<file path="config.mk">
export PLATFORM = sky130hd
export DESIGN_NAME = uart_tx_scheduler
export DESIGN_NICKNAME = d
export VERILOG_FILES = /design/src/rtl/uart_tx_scheduler.sv
export SDC_FILE = /design/constraint.sdc
export NUM_CORES = 1
export LEC_CHECK = 0
export ABC_CLOCK_PERIOD_IN_PS = 4500
export CORE_MARGIN = 4
export CORE_UTILIZATION = 45
export DETAILED_ROUTE_END_ITERATION = 10
export MAX_ROUTING_LAYER = met4
export PLACE_DENSITY = 0.86
export SETUP_SLACK_MARGIN = 0.15
export SKIP_CTS_REPAIR_TIMING = 1
export SYNTH_ARGS = -nofsm -noshare
export SYNTH_HDL_FRONTEND = slang
export SYNTH_SLANG_ARGS = --single-unit
export TNS_END_PERCENT = 30
</file>
<file path="constraint.sdc">
create_clock -name clk -period 4.5 [get_ports clk]
set_input_delay 1.125 -clock clk [delete_from_list [all_inputs] [get_ports clk]]
set_output_delay 1.125 -clock clk [all_outputs]
set_load 0.005 [all_outputs]
</file>
<file path="src/rtl/uart_tx_scheduler.sv">
`default_nettype none
// ============================================================================
// Module   : uart_tx_scheduler
// Purpose  : Round-robin arbiter sharing one 8-bit UART transmitter among
//            NUM_REQ byte requesters; line config applied only between frames.
// Revision : 1.0
// ============================================================================

module uart_tx_scheduler #(
    parameter int NUM_REQ      = 4,
    parameter int BUSY_TIMEOUT = 4,
    parameter int GAP_CYCLES   = 1
) (
    input  logic                 clk,
    input  logic                 rst_n,
    input  logic [NUM_REQ-1:0]   req_valid,
    input  logic [8*NUM_REQ-1:0] req_data,
    output logic [NUM_REQ-1:0]   req_gnt,
    output logic [NUM_REQ-1:0]   req_done,
    input  logic                 cfg_we,
    input  logic [7:0]           cfg_wdata,
    input  logic                 tx_busy,
    input  logic                 tx_done,
    output logic                 tx_start,
    output logic [7:0]           tx_data,
    output logic [1:0]           tx_wls,
    output logic                 tx_stb,
    output logic                 tx_pen,
    output logic                 tx_eps,
    output logic                 tx_sp,
    output logic                 tx_bc,
    output logic [2:0]           active_id,
    output logic                 sched_busy,
    output logic                 err_timeout
);

    localparam int IDW = $clog2(NUM_REQ);
    localparam int TCW = $clog2(BUSY_TIMEOUT + 1);
    localparam int GCW = (GAP_CYCLES > 0) ? $clog2(GAP_CYCLES + 1) : 1;

    localparam logic [6:0] CFG_RESET = 7'h07;

    localparam logic [2:0] ST_IDLE      = 3'd0;
    localparam logic [2:0] ST_LAUNCH    = 3'd1;
    localparam logic [2:0] ST_WAIT_BUSY = 3'd2;
    localparam logic [2:0] ST_WAIT_DONE = 3'd3;
    localparam logic [2:0] ST_GAP       = 3'd4;

    logic [2:0]     state_q,   state_d;
    logic [6:0]     shadow_q,  shadow_d;
    logic           pending_q, pending_d;
    logic [6:0]     live_q,    live_d;
    logic [IDW-1:0] rr_q,      rr_d;
    logic [IDW-1:0] id_q,      id_d;
    logic [7:0]     data_q,    data_d;
    logic [TCW-1:0] tcnt_q,    tcnt_d;
    logic [GCW-1:0] gcnt_q,    gcnt_d;

    logic           sel_found;
    logic [IDW-1:0] sel_idx;
    logic           grant;
    logic           between;
    logic           timed_out;
    logic           unused_cfg_bit7;

    assign unused_cfg_bit7 = cfg_wdata[7];

    // First valid requester after the last one served, wrapping around.
    always_comb begin
        int             cand;
        logic [IDW-1:0] cand_idx;
        cand      = 0;
        cand_idx  = '0;
        sel_found = 1'b0;
        sel_idx   = '0;
        for (int k = 1; k <= NUM_REQ; k++) begin
            cand     = (int'(rr_q) + k) % NUM_REQ;
            cand_idx = IDW'(cand);
            if (!sel_found && req_valid[cand_idx]) begin
                sel_found = 1'b1;
                sel_idx   = cand_idx;
            end
        end
    end

    // Break holds the line, so nothing may be launched while it is set.
    assign grant     = rst_n && (state_q == ST_IDLE) && !live_q[6] && sel_found;
    assign timed_out = !tx_busy && (tcnt_q == TCW'(BUSY_TIMEOUT));

    always_ff @(posedge clk) begin
        if (!rst_n) begin
            state_q   <= ST_IDLE;
            shadow_q  <= CFG_RESET;
            pending_q <= 1'b0;
            live_q    <= CFG_RESET;
            rr_q      <= IDW'(NUM_REQ - 1);
            id_q      <= '0;
            data_q    <= '0;
            tcnt_q    <= '0;
            gcnt_q    <= '0;
        end else begin
            state_q   <= state_d;
            shadow_q  <= shadow_d;
            pending_q <= pending_d;
            live_q    <= live_d;
            rr_q      <= rr_d;
            id_q      <= id_d;
            data_q    <= data_d;
            tcnt_q    <= tcnt_d;
            gcnt_q    <= gcnt_d;
        end
    end

    always_comb begin
        state_d = state_q;
        rr_d    = rr_q;
        id_d    = id_q;
        data_d  = data_q;
        tcnt_d  = tcnt_q;
        gcnt_d  = gcnt_q;
        case (state_q)
            ST_IDLE: begin
                if (grant) begin
                    rr_d    = sel_idx;
                    id_d    = sel_idx;
                    data_d  = req_data[{sel_idx, 3'b000} +: 8];
                    state_d = ST_LAUNCH;
                end
            end
            ST_LAUNCH: begin
                tcnt_d  = '0;
                state_d = ST_WAIT_BUSY;
            end
            ST_WAIT_BUSY: begin
                if (tx_busy) begin
                    state_d = ST_WAIT_DONE;
                end else if (timed_out) begin
                    gcnt_d  = GCW'(GAP_CYCLES);
                    state_d = ST_GAP;
                end else begin
                    tcnt_d = tcnt_q + TCW'(1);
                end
            end
            ST_WAIT_DONE: begin
                if (tx_done) begin
                    gcnt_d  = GCW'(GAP_CYCLES);
                    state_d = ST_GAP;
                end
            end
            ST_GAP: begin
                // A zero-length gap still occupies one cycle.
                if (gcnt_q <= GCW'(1)) begin
                    state_d = ST_IDLE;
                end else begin
                    gcnt_d = gcnt_q - GCW'(1);
                end
            end
            default: state_d = ST_IDLE;
        endcase

        // Live config follows the shadow whenever we are, or are about to be,
        // between frames, so a write lands on the first idle/gap cycle.
        between   = (state_q == ST_IDLE) || (state_q == ST_GAP) ||
                    (state_d == ST_IDLE) || (state_d == ST_GAP);
        shadow_d  = cfg_we ? cfg_wdata[6:0] : shadow_q;
        pending_d = pending_q | cfg_we;
        live_d    = live_q;
        if (between && pending_d) begin
            live_d    = shadow_d;
            pending_d = 1'b0;
        end
    end

    always_comb begin
        req_gnt     = '0;
        req_done    = '0;
        tx_start    = 1'b0;
        err_timeout = 1'b0;
        sched_busy  = (state_q != ST_IDLE);
        if (grant) begin
            req_gnt[sel_idx] = 1'b1;
        end
        case (state_q)
            ST_LAUNCH:    tx_start    = 1'b1;
            ST_WAIT_BUSY: err_timeout = rst_n && timed_out;
            ST_WAIT_DONE: begin
                if (rst_n && tx_done) begin
                    req_done[id_q] = 1'b1;
                end
            end
            default: ;
        endcase
    end

    assign tx_data   = data_q;
    assign tx_wls    = live_q[1:0];
    assign tx_stb    = live_q[2];
    assign tx_pen    = live_q[3];
    assign tx_eps    = live_q[4];
    assign tx_sp     = live_q[5];
    assign tx_bc     = live_q[6];
    assign active_id = 3'(id_q);

endmodule

`default_nettype wire

</file>
### Floorplan with the power grid

The bar under the picture is 20 µm long. Pins as bars on the die edge. Tap cells in grey.
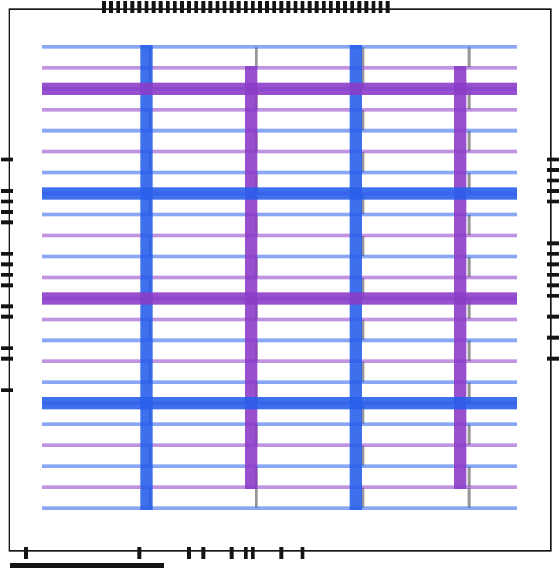
legend:
  VSS:
    colour: blue
  VDD:
    colour: purple
tap cells: 48
met1 rails: 23

### Placement by cell class

The bar under the picture is 20 µm long.
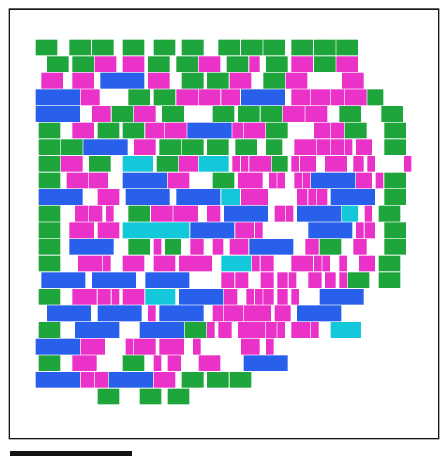
legend:
  flip-flops:
    colour: blue
    cells: 33
  other buffers and delay cells:
    colour: green
    cells: 79
  all other logic:
    colour: magenta
    cells: 140
  clock drivers and dummy loads:
    colour: cyan
    cells: 8
Util after Layout: 71.27%
core area: 0.003689 mm²
Cell Rows: 22

==> GITHUB_STEP_SUMMARY <==
### Metrics collected by this job

| Metric | Value |
|---|---|
| Clock Latency Late Sink | `290 ps` |
| Maxcap violations | `0` |
| Via count | `1562` |
| Vias in the first global route | `1497` |
| CP startpoint | `req_valid[0]` |
| Post-synthesis adder-cell area fraction | `1.444%` |
| Number of fill cells | `292` |
| Min-Delay Endpoint | `shadow_q[1]$_SDFF_PN1_` |
| Final worst slack | `302.8 ps` |
| P&R area growth vs syn | `51.70%` |
| Power, Total | `0.9693 mW` |
| Outcome | `finished clean` |
| Setup WS pre-CTS | `217.6 ps` |
| Seq group | `0.370 mW` |
| Port-buffer cells | `75` |
| M3 GR Usage | `5.036%` |
| Clock power frac | `29.1%` |
| Hold/Removal Path Class | `register to register` |
| Delay-heaviest family, CP | `buffers and inverters` |
| Period utilization | `93.27%` |
| Int Power | `0.6888 mW` |
| Setup crit end | `req_gnt[0]` |
| Most frequent cells in the layout | `clkdlybuf4s50_1, dfxtp_1, mux2i_1` |
| FF-to-FF path depth | `7` |
| DR pass1 iterations | `4` |
| Overflow left after global routing | `0` |
| Main area contributors | `dfxtp_1, mux2i_1, mux2_2, nand3_2, o221ai_1` |
| Setup Crit Path Kind | `input port to output port` |
| Critical path required time | `3380 ps` |
| CP Depth | `5` |
| CLK BUF | `5` |
| Hold path startpoint | `shadow_q[1]$_SDFF_PN1_` |
| Simple Share, Synth | `22.96%` |
| Final setup fails | `0` |
| Aoi share | `11.99%` |
| Layout clock area frac | `4.379%` |
| Commonest cells in the netlist | `dfxtp_1, mux2i_1, nor2_1` |
| Cell count listed in synth_stat.txt | `184` |
| Worst Tran Pin Value | `572.1 ps` |
| Leakage | `1.007 nW` |
| Synthesized Nets | `235` |
| Ys Warns | `0` |
| GR Layer Usage met1 | `22.81%` |
| Nonclk inv count | `6` |
| Top cell area share | `38.12%` |
| Synth top cell by count | `dfxtp_1` |
| Share of cells above drive strength 1 | `13.08%` |
| Cells after Synth | `184` |
| Non-filler cells, final | `308` |
| CP bufs+invs | `2` |
| VDD IR-drop max | `0.2802 mV` |
| Met2 GRT Util | `29.70%` |
| CP most frequent cell | `clkdlybuf4s50_1` |
| CTS tree | `yes` |
| Combinational power share | `32.7%` |
| Drt initial violations | `53` |
| M1 WL | `2.048 mm` |
| Arrival @ worst endpoint | `3070 ps` |
| Share of power burned in registers | `38.2%` |
| Placed cells | `300` |
| Total GRT Usage | `18.55%` |
| Detailed Place HPWL | `3.314 mm` |
| Combinational power | `0.317 mW` |
| Power Density | `368.7 mW/mm²` |
| Seq cells post-synth | `33` |
| Comb area leader | `simple AND/OR/NAND/NOR gates` |
| Max reg flops | `8` |
| Largest cell class | `logic gates` |
| Placed cell area | `0.002510 mm²` |
| Max Freq | `238.3 MHz` |
| Top-Level Pins | `78` |
| DRC Markers | `0` |
| Commonest Layout Cell | `clkdlybuf4s50_1` |
| Crit path time final | `4197 ps` |
| Nature of the critical path endpoint | `output port` |
| Clk. pwr | `0.282 mW` |
| Crit path max fanout | `5` |
| Unrepaired setup endpoints after global routing | `no` |
| Top FF cell, synth | `dfxtp_1` |
| Total length of routed wires | `4.391 mm` |
### Routed clock nets over the placement

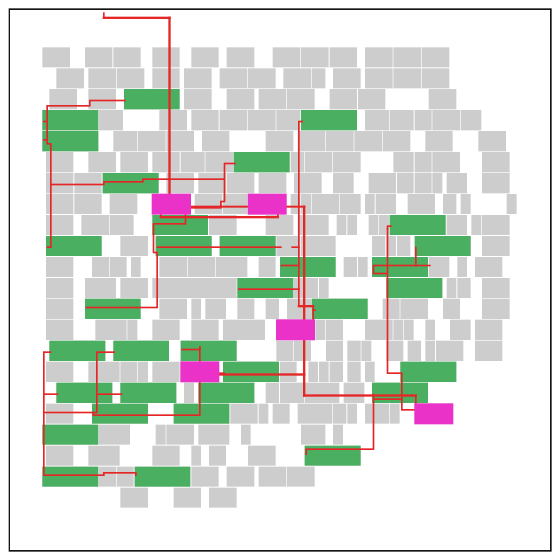
legend:
  clock wires:
    colour: red
    length: 423 µm
  cells driving clock nets:
    colour: magenta
    count: 5
  flip-flops:
    colour: green
    count: 33
routed clock nets: 6

Power and IR drop assume default switching activity.
